<file path="config.mk">
export PLATFORM = sky130hd
export DESIGN_NAME = ctrl_mem_load
export DESIGN_NICKNAME = d
export VERILOG_FILES = /design/src/rtl/ctrl_mem_load.sv
export SDC_FILE = /design/constraint.sdc
export NUM_CORES = 1
export LEC_CHECK = 0
export CAP_MARGIN = 15
export CORE_UTILIZATION = 30
export CTS_CLUSTER_DIAMETER = 200
export DETAILED_ROUTE_END_ITERATION = 10
export GPL_TIMING_DRIVEN = 0
export HOLD_SLACK_MARGIN = 0.03
export PLACE_DENSITY = 0.88
export SLEW_MARGIN = 40
export SYNTH_ARGS = -nofsm -noshare
export SYNTH_HDL_FRONTEND = slang
export SYNTH_SLANG_ARGS = --single-unit
</file>
<file path="constraint.sdc">
create_clock -name clk -period 1.6 [get_ports clk]
set_input_delay 0.16 -clock clk [delete_from_list [all_inputs] [get_ports clk]]
set_output_delay 0.16 -clock clk [all_outputs]
set_load 0.02 [all_outputs]
</file>
<file path="src/rtl/ctrl_mem_load.sv">
// Load controller for the convolution datapath: streams x and f samples into their
// memories, then hands the shared address counters to the convolution controller.
module ctrl_mem_load #(
  parameter int DATA_WIDTH       = 8,
  parameter int X_MEM_SIZE       = 8,
  parameter int F_MEM_SIZE       = 4,
  parameter int X_MEM_ADDR_WIDTH = 3,
  parameter int F_MEM_ADDR_WIDTH = 2
) (
  input  logic                        clk,
  input  logic                        reset,
  input  logic [DATA_WIDTH-1:0]       s_data_in_x,
  input  logic                        s_valid_x,
  output logic                        s_ready_x,
  input  logic [DATA_WIDTH-1:0]       s_data_in_f,
  input  logic                        s_valid_f,
  output logic                        s_ready_f,
  input  logic                        load_xaddr,
  input  logic [X_MEM_ADDR_WIDTH-1:0] load_xaddr_val,
  input  logic                        en_xaddr_incr,
  input  logic                        en_faddr_incr,
  input  logic                        conv_done,
  output logic                        x_wr_en,
  output logic [DATA_WIDTH-1:0]       x_wr_data,
  output logic [X_MEM_ADDR_WIDTH-1:0] x_addr,
  output logic                        f_wr_en,
  output logic [DATA_WIDTH-1:0]       f_wr_data,
  output logic [F_MEM_ADDR_WIDTH-1:0] f_addr,
  output logic                        conv_start
);

  typedef enum logic {
    LOAD = 1'b0,
    CONV = 1'b1
  } state_t;

  localparam logic [X_MEM_ADDR_WIDTH-1:0] X_LAST = X_MEM_ADDR_WIDTH'(X_MEM_SIZE - 1);
  localparam logic [F_MEM_ADDR_WIDTH-1:0] F_LAST = F_MEM_ADDR_WIDTH'(F_MEM_SIZE - 1);

  state_t                        state_q, state_d;
  logic [X_MEM_ADDR_WIDTH-1:0]   x_addr_q, x_addr_d;
  logic [F_MEM_ADDR_WIDTH-1:0]   f_addr_q, f_addr_d;
  logic                          x_full_q, x_full_d;
  logic                          f_full_q, f_full_d;
  logic                          x_hs, f_hs;

  always_ff @(posedge clk) begin
    if (!reset) begin
      state_q  <= LOAD;
      x_addr_q <= '0;
      f_addr_q <= '0;
      x_full_q <= 1'b0;
      f_full_q <= 1'b0;
    end else begin
      state_q  <= state_d;
      x_addr_q <= x_addr_d;
      f_addr_q <= f_addr_d;
      x_full_q <= x_full_d;
      f_full_q <= f_full_d;
    end
  end

  always_comb begin
    state_d   = state_q;
    x_addr_d  = x_addr_q;
    f_addr_d  = f_addr_q;
    x_full_d  = x_full_q;
    f_full_d  = f_full_q;
    s_ready_x = 1'b0;
    s_ready_f = 1'b0;
    x_hs      = 1'b0;
    f_hs      = 1'b0;

    case (state_q)
      LOAD: begin
        s_ready_x = !x_full_q;
        s_ready_f = !f_full_q;
        x_hs      = s_valid_x && !x_full_q;
        f_hs      = s_valid_f && !f_full_q;
        // Wrap at SIZE-1 so non-power-of-two memories hand over starting at 0.
        if (x_hs) begin
          if (x_addr_q == X_LAST) begin
            x_full_d = 1'b1;
            x_addr_d = '0;
          end else begin
            x_addr_d = x_addr_q + 1'b1;
          end
        end
        if (f_hs) begin
          if (f_addr_q == F_LAST) begin
            f_full_d = 1'b1;
            f_addr_d = '0;
          end else begin
            f_addr_d = f_addr_q + 1'b1;
          end
        end
        if (x_full_q && f_full_q) state_d = CONV;
      end
      CONV: begin
        if (conv_done) begin
          state_d  = LOAD;
          x_addr_d = '0;
          f_addr_d = '0;
          x_full_d = 1'b0;
          f_full_d = 1'b0;
        end else if (load_xaddr) begin
          x_addr_d = load_xaddr_val;
          f_addr_d = '0;
        end else begin
          if (en_xaddr_incr && (x_addr_q != X_LAST)) x_addr_d = x_addr_q + 1'b1;
          if (en_faddr_incr) f_addr_d = (f_addr_q == F_LAST) ? '0 : f_addr_q + 1'b1;
        end
      end
    endcase
  end

  assign x_wr_en    = x_hs;
  assign f_wr_en    = f_hs;
  assign x_wr_data  = s_data_in_x;
  assign f_wr_data  = s_data_in_f;
  assign x_addr     = x_addr_q;
  assign f_addr     = f_addr_q;
  assign conv_start = (state_q == CONV);

endmodule

</file>
### Congestion heat map

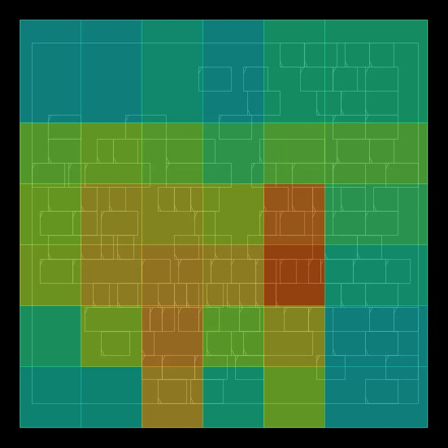
met3 track demand over resource in global routing: 7.84%
met1 usage in global routing: 17.3%

==> highlights.md <==
## Outcome
• outcome: complete, no violations

## Clocking
• maximum level of the CTS H-tree: 1
• Clock Latency Late Sink: 250 ps
• clock sinks: 8
• CTS max path bufs: 2
• post-CTS clock slew at the launch and capture registers of the worst setup and hold paths: 50 ps

## Logic synthesis
• yosys cell count: 73
• Dominant combinational family: simple AND/OR/NAND/NOR gates
• biggest area consumer among synthesized cells: sky130_fd_sc_hd__dfxtp_1
• top cells by area, synth: sky130_fd_sc_hd__dfxtp_1 27%, sky130_fd_sc_hd__buf_4 22%, sky130_fd_sc_hd__ha_1 6.4%
• number of standard cells after synthesis: 73
• share of the synthesized netlist area taken by xor and xnor gates: 0%
• Compound-Gate Fraction of Synth Area: 16.7%
• cell with the most instances after synthesis: sky130_fd_sc_hd__buf_4
• synthesis warning total: 0

## Worst setup path
• delay of the slowest cell on the worst path: 350 ps
• arrival time at the worst endpoint: 1340 ps
• end point of the critical path: x_wr_en
• type of the worst setup path: flip-flop to output pin
• Worst EP required: 1440 ps
• startpoint type of the worst setup path: flip-flop

## Final layout
• antenna diode count: 0
• area occupied by registers: 163 sq um
• combinational share of cell area: 29.9%
• Signal inverters: 0
• multi-input gate area in the final layout: 299 sq um

## Power and ir drop
• IR Drop Worst-Case VDD: 0.500 mV
• power density over the cells: 593 mW/mm^2
• Flop pwr share: 37.4%
• P_sw: 0.169 mW
• Power Combinational: 0.219 mW

## Job
• count of tool warnings: 26

## GRT
• initial antenna violation count: 0
• GR peak layer: met2
• wire length of the first global-routing pass: 2280 um

## Final timing
• Least-Margin Pin Slew: 347 ps
• max-slew violations: 0

## Detailed routing
• topmost layer with routed signal wires: met4
• post-DR vias/cell: 4.79
• count of nets left with antenna violations after detail routing: 0

## Floorplan
• Core Region: 0.00178 sq mm

## Worst hold path
• worst min-delay path endpoint: x_addr[0]

### Routed metal, one colour a layer

Scale: 8 px per um. Only two layers are drawn.
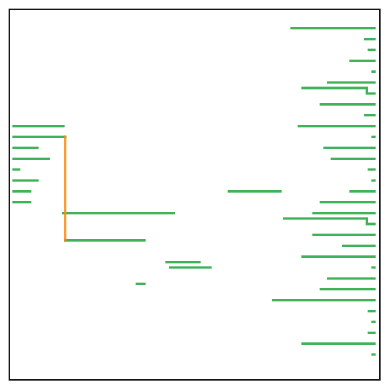
- orange: M4 (wire length 12.9 um)
- green: M3 (wire length 215 um)

[state kept, by name (all words and copies together) (netlist names)]
name,cells
conv_start,1
f_addr,2
f_full_q,1
x_addr,3
x_full_q,1
[through the flow]
| stage | instances | power, mW | util, % |
|---|---|---|---|
| global placement | 134 | 0.441 | 54.7 |
| floorplan | 73 | 0.340 | - |
| global route | 137 | 0.635 | 56.0 |
| detailed placement | 134 | 0.447 | 54.7 |
| CTS | 137 | 0.599 | 55.7 |
| finish | 137 | 0.592 | 56.0 |
[timing repair]
item / 4_1_cts / 5_1_grt
hold buffers: 0 / 0
gates resized: 4 / 3
cloned: 0 / 0
endpoints found under the setup margin: 4 / 4
setup buffers: 0 / 0
[worst max-delay path: cells and delay by family (launching register included)]
family                 cells  cell delay [ps]
buffers and inverters      2              490
DFF                        1              350
and+or+nand+nor            2              250
Power figures rest on the tool's default switching activity, not on a simulated workload.
